**src/rtl/store_pack_pkg.sv**
```systemverilog
// ---------------------------------------------------------------------------
// store_pack_pkg
// Shared constants and types for the store-side data-memory interface.
//   SZ_BYTE / SZ_HALF / SZ_WORD / SZ_RSVD : encodings of the st_size field
//   BE_ALL                                : all four byte lanes enabled
//   state_t                               : IDLE / BUSY write-channel state
// ---------------------------------------------------------------------------
package store_pack_pkg;

    localparam logic [1:0] SZ_BYTE = 2'b00;
    localparam logic [1:0] SZ_HALF = 2'b01;
    localparam logic [1:0] SZ_WORD = 2'b10;
    localparam logic [1:0] SZ_RSVD = 2'b11;

    localparam logic [3:0] BE_ALL  = 4'b1111;

    typedef enum logic {
        IDLE = 1'b0,
        BUSY = 1'b1
    } state_t;

endpackage

```
**src/rtl/store_pack_if.sv**
```systemverilog
// ---------------------------------------------------------------------------
// store_pack_if
// Bundles the MEM-stage store request channel and the data-memory write bus.
//   st_valid/st_size/st_addr/st_data : store request from the MEM stage
//   st_ready/stall                   : acceptance and upstream freeze
//   st_err/bad_addr                  : rejected-store pulse and its address
//   mem_req/mem_addr/mem_wdata/mem_be: write request toward data memory
//   mem_ack                          : memory took the write this cycle
// modport slave  : the store pack unit itself
// modport master : its environment (MEM stage plus the data memory)
// ---------------------------------------------------------------------------
interface store_pack_if #(
    parameter int ADDR_W = 32,
    parameter int DATA_W = 32
);

    logic                  st_valid;
    logic [1:0]            st_size;
    logic [ADDR_W-1:0]     st_addr;
    logic [DATA_W-1:0]     st_data;
    logic                  st_ready;
    logic                  stall;
    logic                  st_err;
    logic [ADDR_W-1:0]     bad_addr;
    logic                  mem_req;
    logic [ADDR_W-1:0]     mem_addr;
    logic [DATA_W-1:0]     mem_wdata;
    logic [DATA_W/8-1:0]   mem_be;
    logic                  mem_ack;

    modport slave (
        input  st_valid, st_size, st_addr, st_data, mem_ack,
        output st_ready, stall, st_err, bad_addr,
               mem_req, mem_addr, mem_wdata, mem_be
    );

    modport master (
        output st_valid, st_size, st_addr, st_data, mem_ack,
        input  st_ready, stall, st_err, bad_addr,
               mem_req, mem_addr, mem_wdata, mem_be
    );

endinterface

```
**src/rtl/store_lane_pack.sv**
```systemverilog
// ---------------------------------------------------------------------------
// store_lane_pack
// Purely combinational lane packer: narrows/replicates store data into the
// little-endian byte lanes of a 32-bit bus and reports natural alignment.
//   size    in  2   SZ_BYTE / SZ_HALF / SZ_WORD / SZ_RSVD
//   addr    in  2   low byte-address bits (lane offset)
//   data    in  32  register value; low bits significant for byte/half
//   wdata   out 32  lane-replicated write data
//   be      out 4   byte enables, bit i = byte lane i
//   aligned out 1   store is naturally aligned and of a legal size
// The lane selection is kept separate so the load-extract path can reuse it.
// ---------------------------------------------------------------------------
module store_lane_pack
    import store_pack_pkg::*;
(
    input  logic [1:0]  size,
    input  logic [1:0]  addr,
    input  logic [31:0] data,
    output logic [31:0] wdata,
    output logic [3:0]  be,
    output logic        aligned
);

    // Replicating the narrow value across every lane means the memory only
    // has to look at the byte enables to pick the right bytes.  The reserved
    // size falls through to the defaults: no lanes, never aligned.
    always_comb begin
        wdata   = data;
        be      = 4'b0000;
        aligned = 1'b0;
        case (size)
            SZ_BYTE: begin
                wdata   = {4{data[7:0]}};
                be      = 4'b0001 << addr;
                aligned = 1'b1;
            end
            SZ_HALF: begin
                wdata   = {2{data[15:0]}};
                be      = addr[1] ? 4'b1100 : 4'b0011;
                aligned = ~addr[0];
            end
            SZ_WORD: begin
                wdata   = data;
                be      = BE_ALL;
                aligned = (addr == 2'b00);
            end
            default: begin
                wdata   = data;
                be      = 4'b0000;
                aligned = 1'b0;
            end
        endcase
    end

endmodule

```
**src/rtl/store_pack_unit.sv**
```systemverilog
// ---------------------------------------------------------------------------
// store_pack_unit
// Store-side data-memory interface for the CPU datapath.  Accepts SB/SH/SW
// from the MEM stage, packs data into byte lanes, issues one req/ack write
// and stalls upstream until the write is taken.  Misaligned or reserved-size
// stores are rejected with a one-cycle st_err pulse and no bus activity.
//   clk  in  rising-edge clock
//   rst  in  synchronous, active-high reset
//   bus  store_pack_if.slave (request channel, status, write bus)
// Build option: define STORE_PACK_BACK2BACK_EN to accept a new store in the
// cycle the current write is acknowledged, keeping mem_req high with no gap.
// ---------------------------------------------------------------------------
module store_pack_unit
    import store_pack_pkg::*;
#(
    parameter int ADDR_W = 32,
    parameter int DATA_W = 32
)
(
    input  logic          clk,
    input  logic          rst,
    store_pack_if.slave   bus
);

    localparam int LANES = DATA_W / 8;

    state_t               state;
    logic                 mem_req_q;
    logic [ADDR_W-1:0]    mem_addr_q;
    logic [DATA_W-1:0]    mem_wdata_q;
    logic [LANES-1:0]     mem_be_q;
    logic                 st_err_q;
    logic [ADDR_W-1:0]    bad_addr_q;

    logic [31:0]          lane_wdata;
    logic [3:0]           lane_be;
    logic                 lane_aligned;
    logic                 st_ready_c;
    logic                 accept;

    store_lane_pack u_lane_pack (
        .size    (bus.st_size),
        .addr    (bus.st_addr[1:0]),
        .data    (bus.st_data),
        .wdata   (lane_wdata),
        .be      (lane_be),
        .aligned (lane_aligned)
    );

    // Readiness: normally only when idle; with back-to-back enabled the ack
    // cycle also frees the slot, because the held payload leaves at that edge.
`ifdef STORE_PACK_BACK2BACK_EN
    assign st_ready_c = (state == IDLE) | ((state == BUSY) & bus.mem_ack);
`else
    assign st_ready_c = (state == IDLE);
`endif

    assign accept = bus.st_valid & st_ready_c;

    // Single FSM block.  Every bus-facing output is a register so memory sees
    // a stable address/data/enable for the whole BUSY period.  Rejected
    // stores never leave IDLE; they just pulse st_err on the next cycle.
    always_ff @(posedge clk) begin
        if (rst) begin
            state       <= IDLE;
            mem_req_q   <= 1'b0;
            mem_addr_q  <= '0;
            mem_wdata_q <= '0;
            mem_be_q    <= '0;
            st_err_q    <= 1'b0;
            bad_addr_q  <= '0;
        end else begin
            st_err_q <= 1'b0;
            case (state)
                IDLE: begin
                    if (accept) begin
                        if (lane_aligned) begin
                            state       <= BUSY;
                            mem_req_q   <= 1'b1;
                            mem_addr_q  <= {bus.st_addr[ADDR_W-1:2], 2'b00};
                            mem_wdata_q <= lane_wdata;
                            mem_be_q    <= lane_be;
                        end else begin
                            st_err_q   <= 1'b1;
                            bad_addr_q <= bus.st_addr;
                        end
                    end
                end
                BUSY: begin
                    if (bus.mem_ack) begin
                        state     <= IDLE;
                        mem_req_q <= 1'b0;
`ifdef STORE_PACK_BACK2BACK_EN
                        // A store accepted on the ack edge replaces the
                        // payload immediately; a bad one still ends the write.
                        if (accept) begin
                            if (lane_aligned) begin
                                state       <= BUSY;
                                mem_req_q   <= 1'b1;
                                mem_addr_q  <= {bus.st_addr[ADDR_W-1:2], 2'b00};
                                mem_wdata_q <= lane_wdata;
                                mem_be_q    <= lane_be;
                            end else begin
                                st_err_q   <= 1'b1;
                                bad_addr_q <= bus.st_addr;
                            end
                        end
`endif
                    end
                end
                default: begin
                    state     <= IDLE;
                    mem_req_q <= 1'b0;
                end
            endcase
        end
    end

    assign bus.st_ready  = st_ready_c;
    assign bus.stall     = bus.st_valid & ~st_ready_c;
    assign bus.st_err    = st_err_q;
    assign bus.bad_addr  = bad_addr_q;
    assign bus.mem_req   = mem_req_q;
    assign bus.mem_addr  = mem_addr_q;
    assign bus.mem_wdata = mem_wdata_q;
    assign bus.mem_be    = mem_be_q;

endmodule

```
**src/flat_wrapper.sv**
```systemverilog
// flat-port wrapper written by rule: the top's interface ports become plain ports
module store_pack_unit_flat import store_pack_pkg::*;
#(
    parameter int ADDR_W = 32,
    parameter int DATA_W = 32
)
  (clk, rst, bus_st_valid, bus_st_size, bus_st_addr, bus_st_data, bus_mem_ack, bus_st_ready, bus_stall, bus_st_err, bus_bad_addr, bus_mem_req, bus_mem_addr, bus_mem_wdata, bus_mem_be);
  store_pack_if #(.ADDR_W(ADDR_W), .DATA_W(DATA_W)) bus_i ();
  input  logic clk;
  input  logic rst;
  input wire logic [$bits(bus_i.st_valid)-1:0] bus_st_valid;
  input wire logic [$bits(bus_i.st_size)-1:0] bus_st_size;
  input wire logic [$bits(bus_i.st_addr)-1:0] bus_st_addr;
  input wire logic [$bits(bus_i.st_data)-1:0] bus_st_data;
  input wire logic [$bits(bus_i.mem_ack)-1:0] bus_mem_ack;
  output wire logic [$bits(bus_i.st_ready)-1:0] bus_st_ready;
  output wire logic [$bits(bus_i.stall)-1:0] bus_stall;
  output wire logic [$bits(bus_i.st_err)-1:0] bus_st_err;
  output wire logic [$bits(bus_i.bad_addr)-1:0] bus_bad_addr;
  output wire logic [$bits(bus_i.mem_req)-1:0] bus_mem_req;
  output wire logic [$bits(bus_i.mem_addr)-1:0] bus_mem_addr;
  output wire logic [$bits(bus_i.mem_wdata)-1:0] bus_mem_wdata;
  output wire logic [$bits(bus_i.mem_be)-1:0] bus_mem_be;
  assign bus_i.st_valid = bus_st_valid;
  assign bus_i.st_size = bus_st_size;
  assign bus_i.st_addr = bus_st_addr;
  assign bus_i.st_data = bus_st_data;
  assign bus_i.mem_ack = bus_mem_ack;
  assign bus_st_ready = bus_i.st_ready;
  assign bus_stall = bus_i.stall;
  assign bus_st_err = bus_i.st_err;
  assign bus_bad_addr = bus_i.bad_addr;
  assign bus_mem_req = bus_i.mem_req;
  assign bus_mem_addr = bus_i.mem_addr;
  assign bus_mem_wdata = bus_i.mem_wdata;
  assign bus_mem_be = bus_i.mem_be;
  store_pack_unit #(.ADDR_W(ADDR_W), .DATA_W(DATA_W)) u_core (.clk(clk), .rst(rst), .bus(bus_i));
endmodule
```
**config.mk**
```make
export PLATFORM = sky130hd
export DESIGN_NAME = store_pack_unit_flat
export DESIGN_NICKNAME = d
export VERILOG_FILES = /design/src/rtl/store_pack_pkg.sv /design/src/rtl/store_pack_if.sv /design/src/rtl/store_lane_pack.sv /design/src/rtl/store_pack_unit.sv /design/src/flat_wrapper.sv
export SDC_FILE = /design/constraint.sdc
export NUM_CORES = 1
export LEC_CHECK = 0
export ABC_AREA = 1
export CAP_MARGIN = 30
export CORE_MARGIN = 2
export CORE_UTILIZATION = 40
export CTS_CLUSTER_SIZE = 28
export DETAILED_ROUTE_END_ITERATION = 16
export GPL_TIMING_DRIVEN = 0
export PLACE_DENSITY_LB_ADDON = 0.2
export REMOVE_ABC_BUFFERS = 1
export SLEW_MARGIN = 20
export SYNTH_ARGS = -nofsm -noshare
export SYNTH_HDL_FRONTEND = slang
export SYNTH_HIERARCHICAL = 1
export SYNTH_SLANG_ARGS = --single-unit
```
**constraint.sdc**
```tcl
create_clock -name clk -period 2.5 [get_ports clk]
set_input_delay 0.375 -clock clk [delete_from_list [all_inputs] [get_ports clk]]
set_output_delay 0.375 -clock clk [all_outputs]
set_load 0.01 [all_outputs]
```
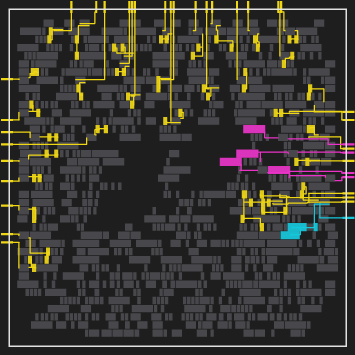
(images/port_nets.png)
(3 px per µm)
Magenta stands for `bus_mem_be`, bits 4, direction output, end cells 4, buffers 4, wire 110 µm. Cyan stands for `bus_st_valid`, bits 1, direction input, end cells 3, buffers 1, wire 39.6 µm. Yellow stands for `bus_st_addr`, bits 32, direction input, end cells 69, buffers 32, wire 782 µm.
ports placed on the boundary: 174
port buffer count: 171

==> qor.json <==
{
  "run_status": "complete, no violations",
  "ys_seq_share_pct": 43.50,
  "clock.fmax_mhz": 464.1,
  "critPathLaunchType": "input pin",
  "lay_top_count": "nand2_1",
  "grt_setup_unrepaired": "false",
  "synthesis.instances": 745,
  "static-leakage-power_uw": 0.003321,
  "worstMarginPinSlew_ps": 740.5,
  "r2r_start": "u_core/state",
  "finalCoreUtilization_pct": 57.96,
  "wl_per_cell_um": 10.89,
  "crit_path_frequent_cell": "nor2_1",
  "stage_log_warnings": 25,
  "horizontal_extent_of_the_die_um": 111.8,
  "crit_start": "bus_st_size[1]",
  "chip_area_mm2": 0.01250,
  "ys.warnings.count": 6,
  "worst_path_max_delay_cell": "buf_2",
  "cts.clk_slew.worst_paths_ps": 70,
  "multi_input_comb_area_mm2": 0.001922,
  "min-delay-path-class": "register to register",
  "num_vias": 4414,
  "critical_path.max_stage_delay_ps": 470,
  "finalHoldWorstSlack_ps": 467.3,
  "worstPathArrival_ps": 2390,
  "die_h_um": 111.8,
  "avgViaCountPerCell": 4.273,
  "hpwlAfterDp_um": 7494,
  "post_route_cells_drive_above_1_share_pct": 3.371,
  "grt_usage_pct": 18.23,
  "yosys_register_bits": 101,
  "n_fill_cell": 1146,
  "slew_violations": 0,
  "cts_root_buffer": "clkbuf_16",
  "post-route-min-period_ps": 2155,
  "finalSetupViolations": 0,
  "timing.reg2reg.worst_path_depth": 7,
  "timing.max_cap.violations": 0,
  "syn-cell-area_mm2": 0.004648,
  "cts.htree.levels": 3,
  "cts_tree": "built",
  "regToRegEndpoint": "u_core/bus.mem_addr[10]",
  "grt_antenna_before_repair": 0,
  "ys_cells": 745,
  "detailedRoute.firstPassIterationCount": 4,
  "remaining_number_of_nets_flagged_by_the_antenna_check_after_routing": 0,
  "place.gp.congestion": 0.7479,
  "power_per_cell_area_mw_per_mm2": 610.3,
  "globalRoute.totalOverflow": 0,
  "finalHoldViolations": 0,
  "floorplan.initialDensity_pct": 40.88,
  "grt_pass1_vias": 3932,
  "drt-initial-drc-count": 279,
  "setup_tns_ps": 0,
  "cp_max_fo": 53,
  "core.rowCount": 39,
  "drc": 0,
  "synthToLayoutAreaGrowth_pct": 41.78,
  "totalWireLength_um": 11250,
  "synth_area_leader_cell": "dfxtp_1",
  "post_synth.cell_area_avg_um2": 6.239,
  "grt_first_pass_wirelength_um": 18730,
  "post_synth_main_area_contributors": "dfxtp_1 (43%), nand2_1 (21%), nor2_1 (16%)",
  "numCtsBuffers": 9,
  "layout_top_cells": "nand2_1 (254), nor2_1 (203), clkdlybuf4s50_1 (169)",
  "worstPathCellList": "buf_2 > inv_4 > nor2_1 > nor2_1 > nand3_4 > buf_12 > buf_12 > nand2_1 > nand2_1 > nor2_1",
  "post-synth-top-area-fraction_pct": 43.50,
  "synth.lib_cells_used.distinct": 19,
  "layout.nets": 955,
  "register_to_register_setup_slack_ps": 900,
  "largest_net_degree_at_the_start_of_global_routing": 66,
  "hold_start": "u_core/bus.mem_req",
  "post-route-period-util_pct": 86.20,
  "cts.path.max_buffers": 2,
  "relSlewSlack_pct": 50.63,
  "floorplan.core_area_mm2": 0.01137,
  "critical_path.endpoint": "u_core/bus.mem_addr[10]",
  "criticalPathCategory": "input pin to register",
  "antennaDiodeCount": 0,
  "ys_area_mm2": 0.004648,
  "timing.critical_path.required_ps": 2740,
  "worst_ir_drop_vdd_mv": 0.4356,
  "setup.worst_path.end_class": "register",
  "seq_area_mm2": 0.002022
}
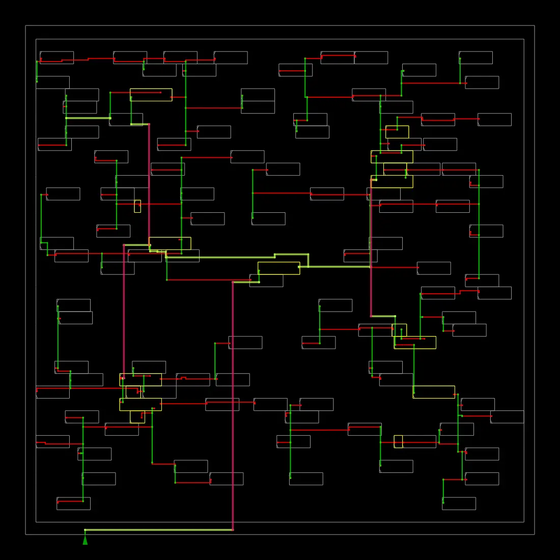
(images/final_clocks.png)
Late-Pin Clk Latency: 340 ps
sequential cell count: 101
CTS Sinks: 101
clock group total power: 1340 µW
Fin Clk Skew: 7.966 ps

-- area by class of cell --
| type | count | share of cell area (%) |
|---|---|---|
| Clock buffer | 12 | 3.892 |
| Clock inverter | 4 | 0.4747 |
| Inverter | 106 | 6.114 |
| Multi-Input combinational cell | 492 | 29.16 |
| Sequential cell | 101 | 30.68 |
| Tap cell | 143 | 2.715 |
| Timing Repair Buffer | 175 | 26.96 |
-- worst min path at each step --
stage	to	slack, ps	depth (start not counted)
floorplan	u_core/bus.mem_req	440	1
global placement	u_core/bus.mem_req	460	2
detailed placement	u_core/bus.mem_req	460	2
CTS	u_core/bus.mem_req	470	2
global route	u_core/bus.mem_req	530	2
finish	u_core/bus.mem_req	470	2
-- what timing repair did --
item,in CTS,in global routing
resized,1,2
endpoints found under the setup margin,101,34
setup buffers,1,0
endpoints found under the hold margin,0,0
pin swaps,1,0
hold buffers,0,0
-- registers in the layout, indices dropped and copies added (netlist names) --
register / cells
u_core/bus.st_err: 1
u_core/bus.mem_req: 1
u_core/bus.mem_wdata: 32
u_core/bus.bad_addr: 32
u_core/state: 1
u_core/bus.mem_be: 4
u_core/bus.mem_addr: 30
-- through the flow --
step           power (µW)  setup WS, ps  cells  area, µm²
2_1_floorplan        2243         129.1    699       4332
3_5_place_dp         2720        -821.7   1016       6300
4_1_cts              4078         103.5   1033       6594
6_report             4022         345.1   1033       6590
3_3_place_gp         2718         -2099   1013       6222
5_1_grt              4266         128.6   1033       6590
-- routing by layer --
metal / global-route usage [%] / part of all wire, % / vias up
met5: 0 / 0 / -
met3: 4.192 / 6.1 / 15
met4: 7.160 / 1.9 / 0
met2: 30.30 / 47 / 106
met1: 22.96 / 45 / 1884
li1: - / - / 2409
-- Yosys cell counts (all sizes together) --
cell      n
inv     106
nor2    204
a21oi     2
nand2   255
or2       1
conb      1
buf      40
o21ai    10
dfxtp   101
nand3    18
clkbuf    7
-- cells by family after synthesis --
logic type,Yosys count,synth area share [%]
flops,101,43.50
buf+inv,153,15.50
other cells,1,0.08068
simple gates,478,39.62
compound gates,12,1.292
-- critical path: cells and delay by family --
kind	cells	cell delay [ps]
buf+inv	4	1230
simple gates	6	740
-- report_power, final --
part | leakage, µW | switching [µW] | internal [µW]
combinational | 0.00235 | 431 | 448
clock | 0.000143 | 607 | 736
sequential | 0.000832 | 61.2 | 1740
No activity file was given, so power comes from the tool's default toggle rates.
